`src/rtl/ofs_plat_hssi_fiu_if_emulator.sv`:
```
// Emulated FIU end of the HSSI PR interface: init/calibration/lock sequencing plus per-lane serial loopback.
// Status outputs are registered from FSM state; loopback data is LPBK_LATENCY registers deep, gated by READY and lane enable.
module ofs_plat_hssi_fiu_if_emulator #(
  parameter int NUM_LANES    = 4,
  parameter int LANE_DATA_W  = 64,
  parameter int LANE_CTL_W   = 8,
  parameter int CAL_CYCLES   = 32,
  parameter int LOCK_CYCLES  = 16,
  parameter int LPBK_LATENCY = 3
) (
  input  logic                              clk,
  input  logic                              reset,
  input  logic [NUM_LANES-1:0]              a2f_tx_analogreset,
  input  logic [NUM_LANES-1:0]              a2f_rx_analogreset,
  input  logic [NUM_LANES-1:0]              a2f_tx_digitalreset,
  input  logic [NUM_LANES-1:0]              a2f_rx_digitalreset,
  input  logic                              a2f_init_start,
  input  logic [NUM_LANES-1:0]              a2f_rx_seriallpbken,
  input  logic [NUM_LANES*LANE_DATA_W-1:0]  a2f_tx_parallel_data,
  input  logic [NUM_LANES*LANE_CTL_W-1:0]   a2f_tx_control,
  input  logic [NUM_LANES-1:0]              a2f_tx_enh_data_valid,
  output logic [NUM_LANES-1:0]              f2a_tx_cal_busy,
  output logic [NUM_LANES-1:0]              f2a_rx_cal_busy,
  output logic [NUM_LANES-1:0]              f2a_rx_is_lockedtoref,
  output logic [NUM_LANES-1:0]              f2a_rx_is_lockedtodata,
  output logic [NUM_LANES-1:0]              f2a_tx_ready,
  output logic [NUM_LANES-1:0]              f2a_rx_ready,
  output logic                              f2a_init_done,
  output logic [NUM_LANES*LANE_DATA_W-1:0]  f2a_rx_parallel_data,
  output logic [NUM_LANES*LANE_CTL_W-1:0]   f2a_rx_control,
  output logic [NUM_LANES-1:0]              f2a_rx_enh_data_valid
);

  localparam int DW      = NUM_LANES * LANE_DATA_W;
  localparam int CW      = NUM_LANES * LANE_CTL_W;
  localparam int CNT_MAX = (CAL_CYCLES > LOCK_CYCLES) ? CAL_CYCLES : LOCK_CYCLES;
  localparam int CNT_W   = $clog2(CNT_MAX) + 1;
  localparam logic [CNT_W-1:0] CAL_LAST  = CNT_W'(CAL_CYCLES - 1);
  localparam logic [CNT_W-1:0] LOCK_LAST = CNT_W'(LOCK_CYCLES - 1);

  typedef enum logic [2:0] {
    S_IDLE,
    S_CAL,
    S_WAIT_DRST,
    S_LOCK,
    S_READY
  } state_t;

  state_t           r_state;
  logic [CNT_W-1:0] r_cnt;
  logic             w_any_arst;
  logic             w_any_drst;
  logic             w_ready;
  logic             w_locked;

  assign w_any_arst = (|a2f_tx_analogreset) | (|a2f_rx_analogreset);
  assign w_any_drst = (|a2f_tx_digitalreset) | (|a2f_rx_digitalreset);
  assign w_ready    = (r_state == S_READY);
  assign w_locked   = (r_state == S_WAIT_DRST) || (r_state == S_LOCK) || (r_state == S_READY);

  // Status is a function of the state held before this edge, so transitions show one cycle later.
  always_ff @(posedge clk or posedge reset) begin
    if (reset) begin
      r_state                <= S_IDLE;
      r_cnt                  <= '0;
      f2a_tx_cal_busy        <= '0;
      f2a_rx_cal_busy        <= '0;
      f2a_rx_is_lockedtoref  <= '0;
      f2a_rx_is_lockedtodata <= '0;
      f2a_tx_ready           <= '0;
      f2a_rx_ready           <= '0;
      f2a_init_done          <= 1'b0;
    end else begin
      f2a_tx_cal_busy        <= {NUM_LANES{r_state == S_CAL}};
      f2a_rx_cal_busy        <= {NUM_LANES{r_state == S_CAL}};
      f2a_rx_is_lockedtoref  <= {NUM_LANES{w_locked}};
      f2a_rx_is_lockedtodata <= {NUM_LANES{w_ready}};
      f2a_tx_ready           <= {NUM_LANES{w_ready}};
      f2a_rx_ready           <= {NUM_LANES{w_ready}};
      f2a_init_done          <= w_ready;

      if (a2f_init_start) begin
        r_state <= S_CAL;
        r_cnt   <= '0;
      end else begin
        case (r_state)
          S_IDLE: r_cnt <= '0;
          S_CAL: begin
            if (w_any_arst) begin
              r_cnt <= '0;
            end else if (r_cnt == CAL_LAST) begin
              r_state <= S_WAIT_DRST;
              r_cnt   <= '0;
            end else begin
              r_cnt <= r_cnt + CNT_W'(1);
            end
          end
          S_WAIT_DRST: begin
            r_cnt <= '0;
            if (w_any_arst) begin
              r_state <= S_CAL;
            end else if (!w_any_drst) begin
              r_state <= S_LOCK;
            end
          end
          S_LOCK: begin
            if (w_any_arst) begin
              r_state <= S_CAL;
              r_cnt   <= '0;
            end else if (w_any_drst) begin
              r_state <= S_WAIT_DRST;
              r_cnt   <= '0;
            end else if (r_cnt == LOCK_LAST) begin
              r_state <= S_READY;
              r_cnt   <= '0;
            end else begin
              r_cnt <= r_cnt + CNT_W'(1);
            end
          end
          S_READY: begin
            r_cnt <= '0;
            if (w_any_arst) begin
              r_state <= S_CAL;
            end else if (w_any_drst) begin
              r_state <= S_WAIT_DRST;
            end
          end
          default: begin
            r_state <= S_IDLE;
            r_cnt   <= '0;
          end
        endcase
      end
    end
  end

  logic [DW-1:0]        w_pre_dat;
  logic [CW-1:0]        w_pre_ctl;
  logic [NUM_LANES-1:0] w_pre_vld;

  // The final output register is the last pipeline stage; the stages before it never stall.
  if (LPBK_LATENCY > 1) begin : g_pipe
    localparam int NS = LPBK_LATENCY - 1;
    logic [DW-1:0]        r_dat [NS];
    logic [CW-1:0]        r_ctl [NS];
    logic [NUM_LANES-1:0] r_vld [NS];

    always_ff @(posedge clk or posedge reset) begin
      if (reset) begin
        for (int s = 0; s < NS; s++) begin
          r_dat[s] <= '0;
          r_ctl[s] <= '0;
          r_vld[s] <= '0;
        end
      end else begin
        r_dat[0] <= a2f_tx_parallel_data;
        r_ctl[0] <= a2f_tx_control;
        r_vld[0] <= a2f_tx_enh_data_valid;
        for (int s = 1; s < NS; s++) begin
          r_dat[s] <= r_dat[s-1];
          r_ctl[s] <= r_ctl[s-1];
          r_vld[s] <= r_vld[s-1];
        end
      end
    end

    assign w_pre_dat = r_dat[NS-1];
    assign w_pre_ctl = r_ctl[NS-1];
    assign w_pre_vld = r_vld[NS-1];
  end else begin : g_nopipe
    assign w_pre_dat = a2f_tx_parallel_data;
    assign w_pre_ctl = a2f_tx_control;
    assign w_pre_vld = a2f_tx_enh_data_valid;
  end

  logic [NUM_LANES-1:0] w_lane_on;
  logic [DW-1:0]        w_dat_mask;
  logic [CW-1:0]        w_ctl_mask;

  assign w_lane_on = {NUM_LANES{w_ready}} & a2f_rx_seriallpbken;

  always_comb begin
    w_dat_mask = '0;
    w_ctl_mask = '0;
    for (int i = 0; i < NUM_LANES; i++) begin
      w_dat_mask[i*LANE_DATA_W +: LANE_DATA_W] = {LANE_DATA_W{w_lane_on[i]}};
      w_ctl_mask[i*LANE_CTL_W +: LANE_CTL_W]   = {LANE_CTL_W{w_lane_on[i]}};
    end
  end

  always_ff @(posedge clk or posedge reset) begin
    if (reset) begin
      f2a_rx_parallel_data  <= '0;
      f2a_rx_control        <= '0;
      f2a_rx_enh_data_valid <= '0;
    end else begin
      f2a_rx_parallel_data  <= w_pre_dat & w_dat_mask;
      f2a_rx_control        <= w_pre_ctl & w_ctl_mask;
      f2a_rx_enh_data_valid <= w_pre_vld & w_lane_on;
    end
  end

endmodule

```
`config.mk`:
```
export PLATFORM = sky130hd
export DESIGN_NAME = ofs_plat_hssi_fiu_if_emulator
export DESIGN_NICKNAME = d
export VERILOG_FILES = /design/src/rtl/ofs_plat_hssi_fiu_if_emulator.sv
export SDC_FILE = /design/constraint.sdc
export NUM_CORES = 1
export LEC_CHECK = 0
export CORE_AREA = 3 3 247 249
export CTS_CLUSTER_DIAMETER = 60
export CTS_CLUSTER_SIZE = 8
export DETAILED_ROUTE_END_ITERATION = 10
export DIE_AREA = 0 0 250 252
export HOLD_SLACK_MARGIN = 0.03
export PLACE_DENSITY_LB_ADDON = 0.08
export REMOVE_ABC_BUFFERS = 1
export SLEW_MARGIN = 40
export SYNTH_ARGS = -nofsm -noshare
export SYNTH_HDL_FRONTEND = slang
export SYNTH_SLANG_ARGS = --single-unit
```
`constraint.sdc`:
```
create_clock -name clk -period 34 [get_ports clk]
set_input_delay 3.4 -clock clk [delete_from_list [all_inputs] [get_ports clk]]
set_output_delay 3.4 -clock clk [all_outputs]
set_load 0.01 [all_outputs]
```
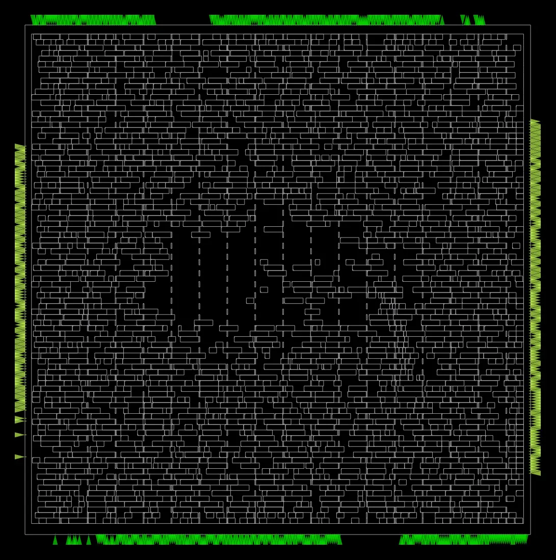
Fig. 1. Cell placement (run 1).
final cell count without fillers: 2,794
Final Util: 0.596
CORE AREA: 58,900 sq um
n_taps: 773
sequential share of cell area: 0.633

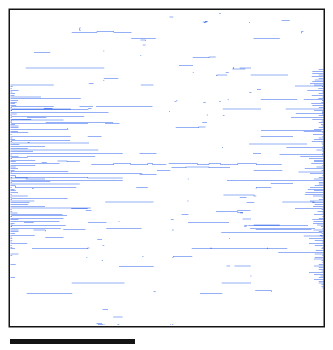
Fig. 2. Metal 3 (run 1).
Scale bar: 100 microns.
- wire length on this layer: 5,120 microns
- nets with wire on the layer: 272
- longest straight run: 105 microns
met3 demand-to-capacity share in global routing: 0.0707
sum of routed wire length over all layers: 60,100 microns
number of vias after detailed routing: 12,868

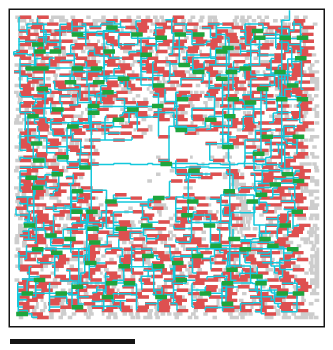
Fig. 3. Routed clock nets over the placement (run 1).
Scale bar: 100 microns.
- cyan: clock wires (length 9,900 microns)
- red: flip-flops (count 888)
- green: clock-net drivers (count 121)
- flops lie: spread over the die
- routed clock nets: 122
total clock network power: 1.02 mW
later-pin clock latency in the skew report: 630 ps

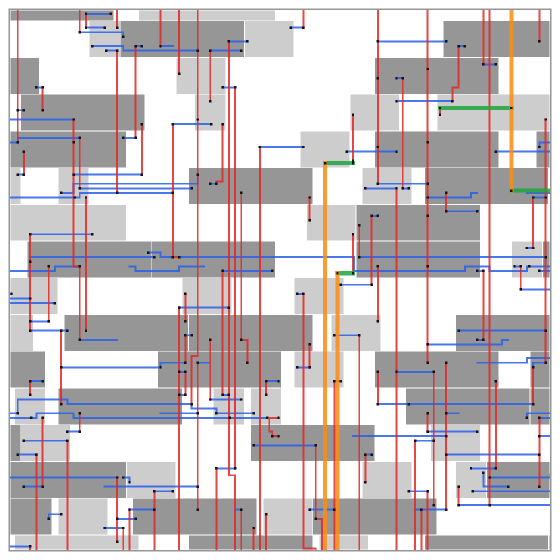
Fig. 4. Zoomed window (run 1).
Window x 105 to 145, y 56 to 96 microns. Cells in gray, sequential cells in the stronger gray; small squares are vias.
- blue: M1
- orange: M4
- green: M3
- red: M2
- netlist names of flops here include: `g_pipe.r_dat` (11), `w_pre_dat` (6), `f2a_rx_parallel_data` (5)
- cells with their middle in the window: 51
- most frequent: dfrtp_1 (24), clkdlybuf4s50_1 (17), and3_1 (8)
- sequential cells in the window: 24

==> flow_summary.rst, run 1 <==
Metrics
=======

.. list-table::
   :header-rows: 1

   * - Metric
     - Value
   * - Result of the run
     - finished clean
   * - Vias in the first global route
     - between 10,000 and 15,000
   * - DIE WIDTH
     - around 250 microns
   * - CTS H-Tree Depth
     - 3
   * - DRT iter0 DRCs
     - ~670
   * - Congestion Overflow GR
     - 0
   * - VDD IR max
     - roughly 0.046 mV
   * - Synth Warn #
     - 0
   * - CTS Root Cell
     - sky130_fd_sc_hd__clkbuf_16
   * - Total die size
     - about 63,000 sq um
   * - Min Clock Period, post-route
     - 6280 ps
   * - Proportion of synthesized flip-flops having asynchronous set or reset
     - 1.00
   * - Yosys-reported design area after synthesis
     - roughly 25,000 sq um
   * - Crit path max fanout
     - ~140
   * - Type of destination of the critical path
     - async pin
   * - Global-route wire length before repair
     - roughly 89,000 microns
   * - Worst-case setup slack after placement
     - between 20,000 and 30,000 ps
   * - Hold Path Class
     - flip-flop to flip-flop
   * - Most used standard cell by instance count after synthesis
     - sky130_fd_sc_hd__dfrtp_1
   * - Max-slew violation count
     - 0
   * - Highest-count logic cell in the final layout
     - sky130_fd_sc_hd__dfrtp_1
   * - Overall track demand over capacity in global routing
     - 0.191
   * - Largest stage delay on the critical path
     - between 600 and 700 ps
   * - Cell count in the Yosys report
     - approximately 1,300
   * - Critical-path top delay cell
     - sky130_fd_sc_hd__buf_6
   * - Count of tool warnings
     - 31
   * - Maximum number of pins on one net before global-route repair
     - 145
   * - Origin of the worst setup path
     - reset
   * - Total buffers and inverters traversed by the critical path
     - 7
   * - Setup violation total in the final timing report
     - 0
   * - Largest cells by area
     - sky130_fd_sc_hd__dfrtp_1 (89%), sky130_fd_sc_hd__and3_1 (7.4%), sky130_fd_sc_hd__clkbuf_1 (0.92%), sky130_fd_sc_hd__buf_4 (0.66%), sky130_fd_sc_hd__nor4_4 (0.17%)
   * - Post-cts hold buffer count
     - 0
   * - Number of synthesized register bits
     - roughly 890
   * - DRC violation count after routing
     - 0
   * - Startpoint of the lowest-slack register-to-register path
     - r_state[2]
   * - Commonest cells after routing, fill and taps aside
     - sky130_fd_sc_hd__dfrtp_1 (888), sky130_fd_sc_hd__clkdlybuf4s50_1 (628), sky130_fd_sc_hd__and3_1 (292)
   * - Effective utilization at floorplan
     - 0.422
   * - Final TNS setup
     - 0 ps
   * - Global placer's final weighted congestion
     - ~0.8
   * - Seq share, synth
     - 0.894
   * - Resized Gates After CTS
     - 0
   * - Required time of the critical path
     - about 35,000 ps
   * - Ratio of total power to cell area
     - roughly 62 nW/um^2
   * - Ratio of cells with drive above 1 in the final layout
     - 0.0770
   * - Site Rows
     - around 90
   * - Max-slew headroom
     - 0.475
   * - Number of buffers created by CTS
     - 121
   * - TritonCTS clock tree
     - yes
   * - Post CTS Setup Buffer Count
     - 0
   * - P&R area growth vs syn
     - 41.3%
   * - Die Span Y
     - around 250 microns
   * - Yosys top cell by area
     - sky130_fd_sc_hd__dfrtp_1
   * - Placed wire-length estimate after detailed placement
     - 40,100 microns
   * - RSZ-0062 raised after global routing
     - no
   * - Most frequent cells after synthesis
     - sky130_fd_sc_hd__dfrtp_1 (888), sky130_fd_sc_hd__and3_1 (292), sky130_fd_sc_hd__clkbuf_1 (61)
   * - Synthesized instance count
     - roughly 1,300
   * - CP startpoint kind
     - primary input
   * - Kind of critical path
     - primary input to async pin
   * - Reg clk slew, reported paths
     - 50 ps
   * - TritonCTS Sinks
     - approximately 900
   * - Leakage power total
     - ~17 nW
   * - Final worst hold slack
     - between 300 and 400 ps
   * - Fin Clk Skew
     - between 9 and 10 ps
   * - Count of buffers from port buffering
     - between 600 and 700
   * - Arrival time at the worst endpoint
     - approximately 7000 ps
   * - Synth top area share
     - 0.894
   * - Gate Area
     - ~2200 sq um
   * - Number of antenna violations at the first check in global routing
     - 14
   * - Power, Total
     - between 2 and 2.5 mW
   * - Boundary Pins
     - approximately 630
   * - CP Cell Sequence
     - clkdlybuf4s50_1, inv_12, buf_12, buf_16, buf_12, buf_16, buf_6
   * - Prevailing post-synth register cell
     - sky130_fd_sc_hd__dfrtp_1
   * - Max-cap violations
     - 0
   * - Number of distinct library cells after synthesis
     - 35
   * - Post-synth EDFFs
     - 0
   * - Kind of cell adding the most delay to the critical path
     - buffers and inverters
   * - Sequential cell area
     - around 22,000 sq um
   * - Number of buffers on the longest clock path
     - 3
   * - Max frequency
     - 159 MHz
   * - Layout net count
     - about 2,300
   * - Vias per std cell
     - about 4.6
   * - Netlist Area Pre-Place
     - about 25,000 sq um
   * - PnR worst setup slack
     - 27,720 ps
   * - Avg Synthesized Cell Area
     - 18.8 sq um
   * - Number of routed nets with antenna violations
     - 0
   * - Final routed wire length divided by cell count
     - between 20 and 25 microns
   * - Number of iterations in the first detailed-routing pass
     - 4
   * - Origin of the worst min-delay path
     - g_pipe.r_dat[478]
   * - Cycle use final
     - 0.185
   * - Transition at the pin with the smallest max-transition slack
     - 781 ps
   * - R2r setup slk
     - around 32,000 ps
   * - Final hold vios
     - 0
   * - Number of filler cells placed in the layout
     - between 4,000 and 5,000
-- run 1: power breakdown --
group          switching, mW  internal, mW  leakage, nW  total, mW
Combinational         0.0304        0.0336         4.30     0.0639
Clock                  0.393         0.625         1.55       1.02
Sequential           0.00770          1.09         11.0       1.10
Total                  0.431          1.75         16.9       2.18
-- run 1: logic make-up after synthesis --
logic type,after synthesis,synth area share
fa+ha+maj,1,0.000503
compound gates,16,0.00468
buf+inv,93,0.0177
xor+xnor,4,0.00141
flops,888,0.894
simple gates,322,0.0816
-- run 1: routing by layer --
layer	GRT usage	wire length, microns	vias to the layer above
met1	0.212	20700	6675
li1	-	-	5646
met3	0.0707	5120	107
met4	0.0732	1740	14
met2	0.335	32400	426
met5	0	85	-
-- run 1: state kept, by name, summed over array words and instances (netlist names) --
name                   cells
g_pipe.r_ctl              32
f2a_rx_parallel_data     256
g_pipe.r_dat             256
f2a_rx_cal_busy            1
f2a_rx_is_lockedtoref      1
r_state                    3
g_pipe.r_vld               4
f2a_init_done              1
w_pre_vld                  4
r_cnt                      6
w_pre_ctl                 32
w_pre_dat                256
f2a_rx_enh_data_valid      4
f2a_rx_control            32
-- run 1: final cells by class --
class	count	area share
clock buffer	124	0.0875
tap	773	0.0275
inverter	5	0.000891
clock inverter	6	0.00242
antenna	8	0.000570
sequential	888	0.633
multi-input combinational	343	0.0626
timing repair buffer	647	0.186
-- run 1: stage by stage --
step                      cell area [sq um]  std cells
after floorplan                       24400       1236
after global placement                31800       2654
after detailed placement              31900       2656
after CTS                             35100       2786
after global routing                  35100       2791
final                                 35100       2794
-- run 1: worst paths after layout --
path / endpoint / depth (start not counted)
min reg2reg: w_pre_dat[222] / 0
min: w_pre_dat[222] / 0
max: f2a_rx_parallel_data[43] / 7
max in group clk: r_state[0] / 6
min in group asynchronous: f2a_rx_parallel_data[79] / 2
max reg2reg: f2a_rx_parallel_data[51] / 5
-- run 1: worst reg2reg max path, delay by kind of cell, from the launching register on --
family,cells,cell delay [ps]
buffers and inverters,3,1280
DFF,1,450
and+or+nand+nor,2,630
--- run 2 (diff from run 1) ---
CORE_AREA = 3 3 245 247   (was 3 3 247 249)
DIE_AREA = 0 0 248 250   (was 0 0 250 252)
clock period = 5.35 ns   (was 34 ns; I/O delays follow)
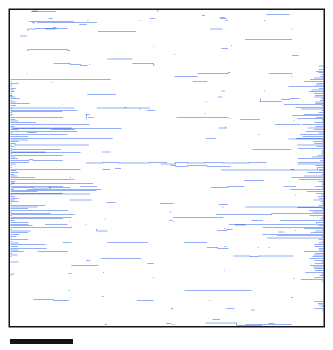
Fig. 5. Metal 3 (run 2).
Scale bar: 50 microns.
- longest straight run: 86.0 microns
- wire length on this layer: 5,300 microns

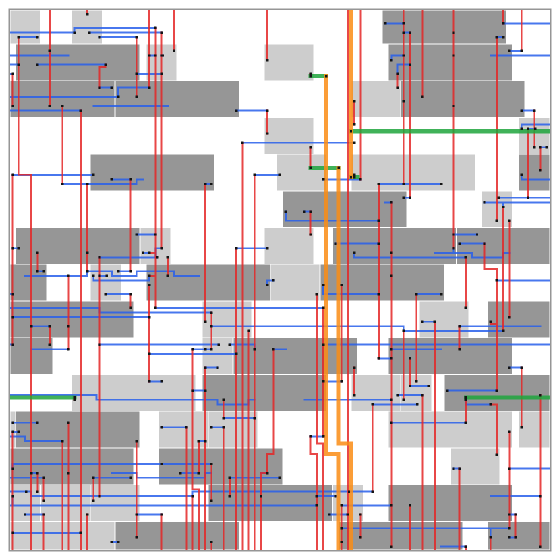
Fig. 6. Zoomed window (run 2).
Window x 104 to 144, y 55 to 95 microns. Cells in gray, sequential cells in the stronger gray; small squares are vias.
- red: M2
- green: M3
- orange: M4
- blue: M1
- most frequent: dfrtp_1 (27), clkdlybuf4s50_1 (16), and3_1 (10)
- sequential cells in the window: 27
- netlist names of flops here include: `w_pre_dat` (10), `g_pipe.r_dat` (9), `f2a_rx_parallel_data` (7)
- cells with their middle in the window: 57

==> flow_summary.rst, run 2 <==
Metrics
=======

.. list-table::
   :header-rows: 1

   * - Metric
     - Value
   * - Kind of critical path
     - flip-flop to primary output
   * - Total die size
     - 62,000 sq um (-1.6%)
   * - P&R area growth vs syn
     - 41.4% (about the same)
   * - Final cell count without fillers
     - 2,790 (-0.14%)
   * - Count of tool warnings
     - 43 (+39%)
   * - Sum of routed wire length over all layers
     - 60,600 microns (+0.92%)
   * - Final routed wire length divided by cell count
     - 21.7 microns (+1.1%)
   * - Number of vias after detailed routing
     - 12,948 (+0.62%)
   * - Post-synth EDFFs
     - 0 (unchanged)
   * - CP Cell Sequence
     - clkdlybuf4s50_1
   * - VDD IR max
     - 0.306 mV (+570%)
   * - Final worst hold slack
     - 322 ps (-17.1 ps)
   * - Prevailing post-synth register cell
     - sky130_fd_sc_hd__dfrtp_1
   * - Maximum number of pins on one net before global-route repair
     - 147 (+1.4%)
   * - CP startpoint kind
     - flip-flop
   * - TritonCTS Sinks
     - 888 (unchanged)
   * - Resized Gates After CTS
     - 0 (unchanged)
   * - Most used standard cell by instance count after synthesis
     - sky130_fd_sc_hd__dfrtp_1
   * - Arrival time at the worst endpoint
     - 1790 ps (-5180 ps)
   * - Result of the run
     - finished clean
   * - Min Clock Period, post-route
     - about 2300 ps
   * - Highest-count logic cell in the final layout
     - sky130_fd_sc_hd__dfrtp_1
   * - Fin Clk Skew
     - 19.9 ps (+10.2 ps)
   * - Number of synthesized register bits
     - 888 (unchanged)
   * - Most frequent cells after synthesis
     - sky130_fd_sc_hd__dfrtp_1 (888), sky130_fd_sc_hd__and3_1 (292), sky130_fd_sc_hd__clkbuf_1 (61)
   * - Kind of cell adding the most delay to the critical path
     - buffers and inverters
   * - Largest cells by area
     - sky130_fd_sc_hd__dfrtp_1 (89%), sky130_fd_sc_hd__and3_1 (7.4%), sky130_fd_sc_hd__clkbuf_1 (0.92%), sky130_fd_sc_hd__buf_4 (0.66%), sky130_fd_sc_hd__nor4_4 (0.17%)
   * - Met1 routing resource usage after global routing
     - 0.222 (+0.00939)
   * - Number of iterations in the first detailed-routing pass
     - 4 (unchanged)
   * - Netlist Area Pre-Place
     - 24,900 sq um (unchanged)
   * - Proportion of synthesized flip-flops having asynchronous set or reset
     - 1.00 (unchanged)
   * - Global placer's final weighted congestion
     - 0.798 (+2.5%)
   * - Overall track demand over capacity in global routing
     - 0.199 (+0.00790)
   * - Met2 Track Usage GR
     - 0.337 (+0.00160)
   * - Met3 demand-to-capacity share in global routing
     - 0.0773 (+0.00654)
   * - Layout net count
     - 2,322 (unchanged)
   * - Most Used Layer, Global Route
     - met2
   * - CTS Root Cell
     - sky130_fd_sc_hd__clkbuf_16
   * - Later-pin clock latency in the skew report
     - 660 ps (+30 ps)
   * - Placed cell count
     - 2,648 (-0.30%)
   * - CTS H-Tree Depth
     - 3 (unchanged)
   * - Setup violation total in the final timing report
     - 0 (unchanged)
   * - Ratio of total power to cell area
     - 396 nW/um^2 (+540%)
   * - Total buffers and inverters traversed by the critical path
     - 1 (-6)
   * - Vias in the first global route
     - 14,047 (+0.68%)
   * - Leakage power total
     - 16.9 nW (about the same)
   * - Max-slew violation count
     - 0 (unchanged)
   * - DRT iter0 DRCs
     - 600 (-11%)
   * - DRC violation count after routing
     - 0 (unchanged)
   * - Number of filler cells placed in the layout
     - 4,324 (-2.1%)
   * - Hold Path Class
     - primary input to flip-flop
   * - Number of distinct library cells after synthesis
     - 35 (unchanged)
   * - CORE AREA
     - 57,800 sq um (-1.9%)
   * - Site Rows
     - 88 (-1.1%)
   * - Crit path max fanout
     - 13 (-91%)
   * - Commonest cells after routing, fill and taps aside
     - sky130_fd_sc_hd__dfrtp_1 (888), sky130_fd_sc_hd__clkdlybuf4s50_1 (627), sky130_fd_sc_hd__and3_1 (292)
   * - Critical-path top delay cell
     - sky130_fd_sc_hd__clkdlybuf4s50_1
   * - Largest stage delay on the critical path
     - 620 ps (about the same)
   * - Reg clk slew, reported paths
     - 50 ps (about the same)
   * - Congestion Overflow GR
     - 0 (unchanged)
   * - DIE WIDTH
     - 248 microns (-0.80%)
   * - Cycle use final
     - 0.436
   * - Max-slew headroom
     - 0.483 (+0.00789)
   * - Synth Warn #
     - 0 (unchanged)
   * - Number of routed nets with antenna violations
     - 0 (unchanged)
   * - Final hold vios
     - 0 (unchanged)
   * - Post-cts hold buffer count
     - 0 (unchanged)
   * - TritonCTS clock tree
     - yes
   * - Placed wire-length estimate after detailed placement
     - 40,100 microns (-0.10%)
   * - Cell count in the Yosys report
     - 1,324 (unchanged)
   * - Ratio of cells with drive above 1 in the final layout
     - 0.0775 (+0.000458)
   * - Transition at the pin with the smallest max-transition slack
     - 776 ps (-4.64 ps)
   * - Yosys top cell by area
     - sky130_fd_sc_hd__dfrtp_1
   * - Max-cap violations
     - 0 (unchanged)
   * - Final TNS setup
     - 0 ps (unchanged)
   * - Max frequency
     - approximately 430 MHz
   * - Type of destination of the critical path
     - primary output
   * - Number of buffers on the longest clock path
     - 3 (unchanged)
   * - Global-route wire length before repair
     - 90,000 microns (+1.3%)
   * - Number of buffers created by CTS
     - 121 (unchanged)
   * - Synthesized instance count
     - 1,324 (unchanged)
   * - RSZ-0062 raised after global routing
     - no
   * - Seq share, synth
     - 0.894 (unchanged)
   * - Yosys-reported design area after synthesis
     - 24,900 sq um (unchanged)
   * - Die Span Y
     - 250 microns (-0.79%)
   * - Effective utilization at floorplan
     - 0.430 (+0.00805)
   * - Avg Synthesized Cell Area
     - 18.8 sq um (unchanged)
   * - Final Util
     - 0.608 (+0.0118)
   * - Required time of the critical path
     - 4820 ps (-29,870 ps)
   * - Synth top area share
     - 0.894 (unchanged)
   * - Boundary Pins
     - 632 (unchanged)
   * - Number of antenna violations at the first check in global routing
     - 19 (+5)
   * - Vias per std cell
     - 4.64 (+0.77%)
   * - Count of buffers from port buffering
     - 631 (unchanged)
   * - Post CTS Setup Buffer Count
     - 0 (unchanged)
==> run 2: netlist changes by cell type in the layout (fill, tap and decap cells not counted), moves of 2 or more <==
cell                       before  now
sky130_fd_sc_hd__buf_6          8    0
sky130_fd_sc_hd__inv_16         1    3
sky130_fd_sc_hd__diode_2        8   11
sky130_fd_sc_hd__buf_4          4    7
sky130_fd_sc_hd__buf_12         2    9
sky130_fd_sc_hd__clkinv_8       3    1
sky130_fd_sc_hd__buf_16         2    0
==> run 2: power breakdown <==
part	switching, mW	internal (mW)	leakage, nW
clock	2.56	3.95	1.55
sequential	0.0497	6.95	11.0
combinational	0.194	0.214	4.31
==> run 2: stage by stage <==
stage | setup slack, ps | area [sq um] | power [mW]
detailed placement | 2620 | 31900 | 7.53
CTS | 2960 | 35100 | 14.1
floorplan | -20150 | 24400 | 7.21
finish | 3020 | 35100 | 13.9
global placement | 2690 | 31900 | 7.51
global route | 2900 | 35100 | 14.5
==> run 2: path summary, 6_finish.rpt <==
kind,endpoint,slack (ps),from,depth (start not counted)
max in group asynchronous,w_pre_dat[178],3790,reset,3
worst max register to register,f2a_rx_parallel_data[151],3220,r_state[2],4
min in group asynchronous,g_pipe.r_dat[352],440,reset,2
worst max-delay path,f2a_rx_ready[1],3020,f2a_init_done,1
worst min register to register,w_pre_dat[137],340,g_pipe.r_dat[393],0
worst min-delay path,g_pipe.r_ctl[60],320,a2f_tx_control[28],1
==> run 2: final cells by class <==
class | count | area, sq um | area share
Antenna cell | 11 | 27.5 | 0.000784
Multi-Input combinational cell | 343 | 2200 | 0.0627
Inverter | 5 | 26.3 | 0.000748
Tap cell | 765 | 957 | 0.0272
Sequential cell | 888 | 22200 | 0.633
Timing Repair Buffer | 647 | 6530 | 0.186
Clock inverter | 8 | 133 | 0.00378
Clock buffer | 123 | 3040 | 0.0864
==> run 2: metal layers <==
| layer | up-vias | wire length (microns) |
|---|---|---|
| met2 | 435 | 32000 |
| li1 | 5657 | - |
| met3 | 122 | 5300 |
| met5 | - | 144 |
| met1 | 6716 | 21200 |
| met4 | 18 | 1900 |
==> run 2: kinds of logic after synthesis <==
| kind of cell | after synthesis | share of synthesized area |
|---|---|---|
| XOR/XNOR | 4 | 0.00141 |
| flip-flops | 888 | 0.894 |
| buffers and inverters | 93 | 0.0177 |
| adder cells (fa/ha/maj) | 1 | 0.000503 |
| AND-OR/OR-AND | 16 | 0.00468 |
| AND/OR/NAND/NOR | 322 | 0.0816 |
==> run 2: worst register-to-register path, delay by kind of cell, from the launching register on <==
family	cells	cell delay [ps]
AND/OR/NAND/NOR	2	1070
buffers and inverters	2	530
flip-flops	1	450
Power figures rest on the tool's default switching activity, not on a simulated workload.
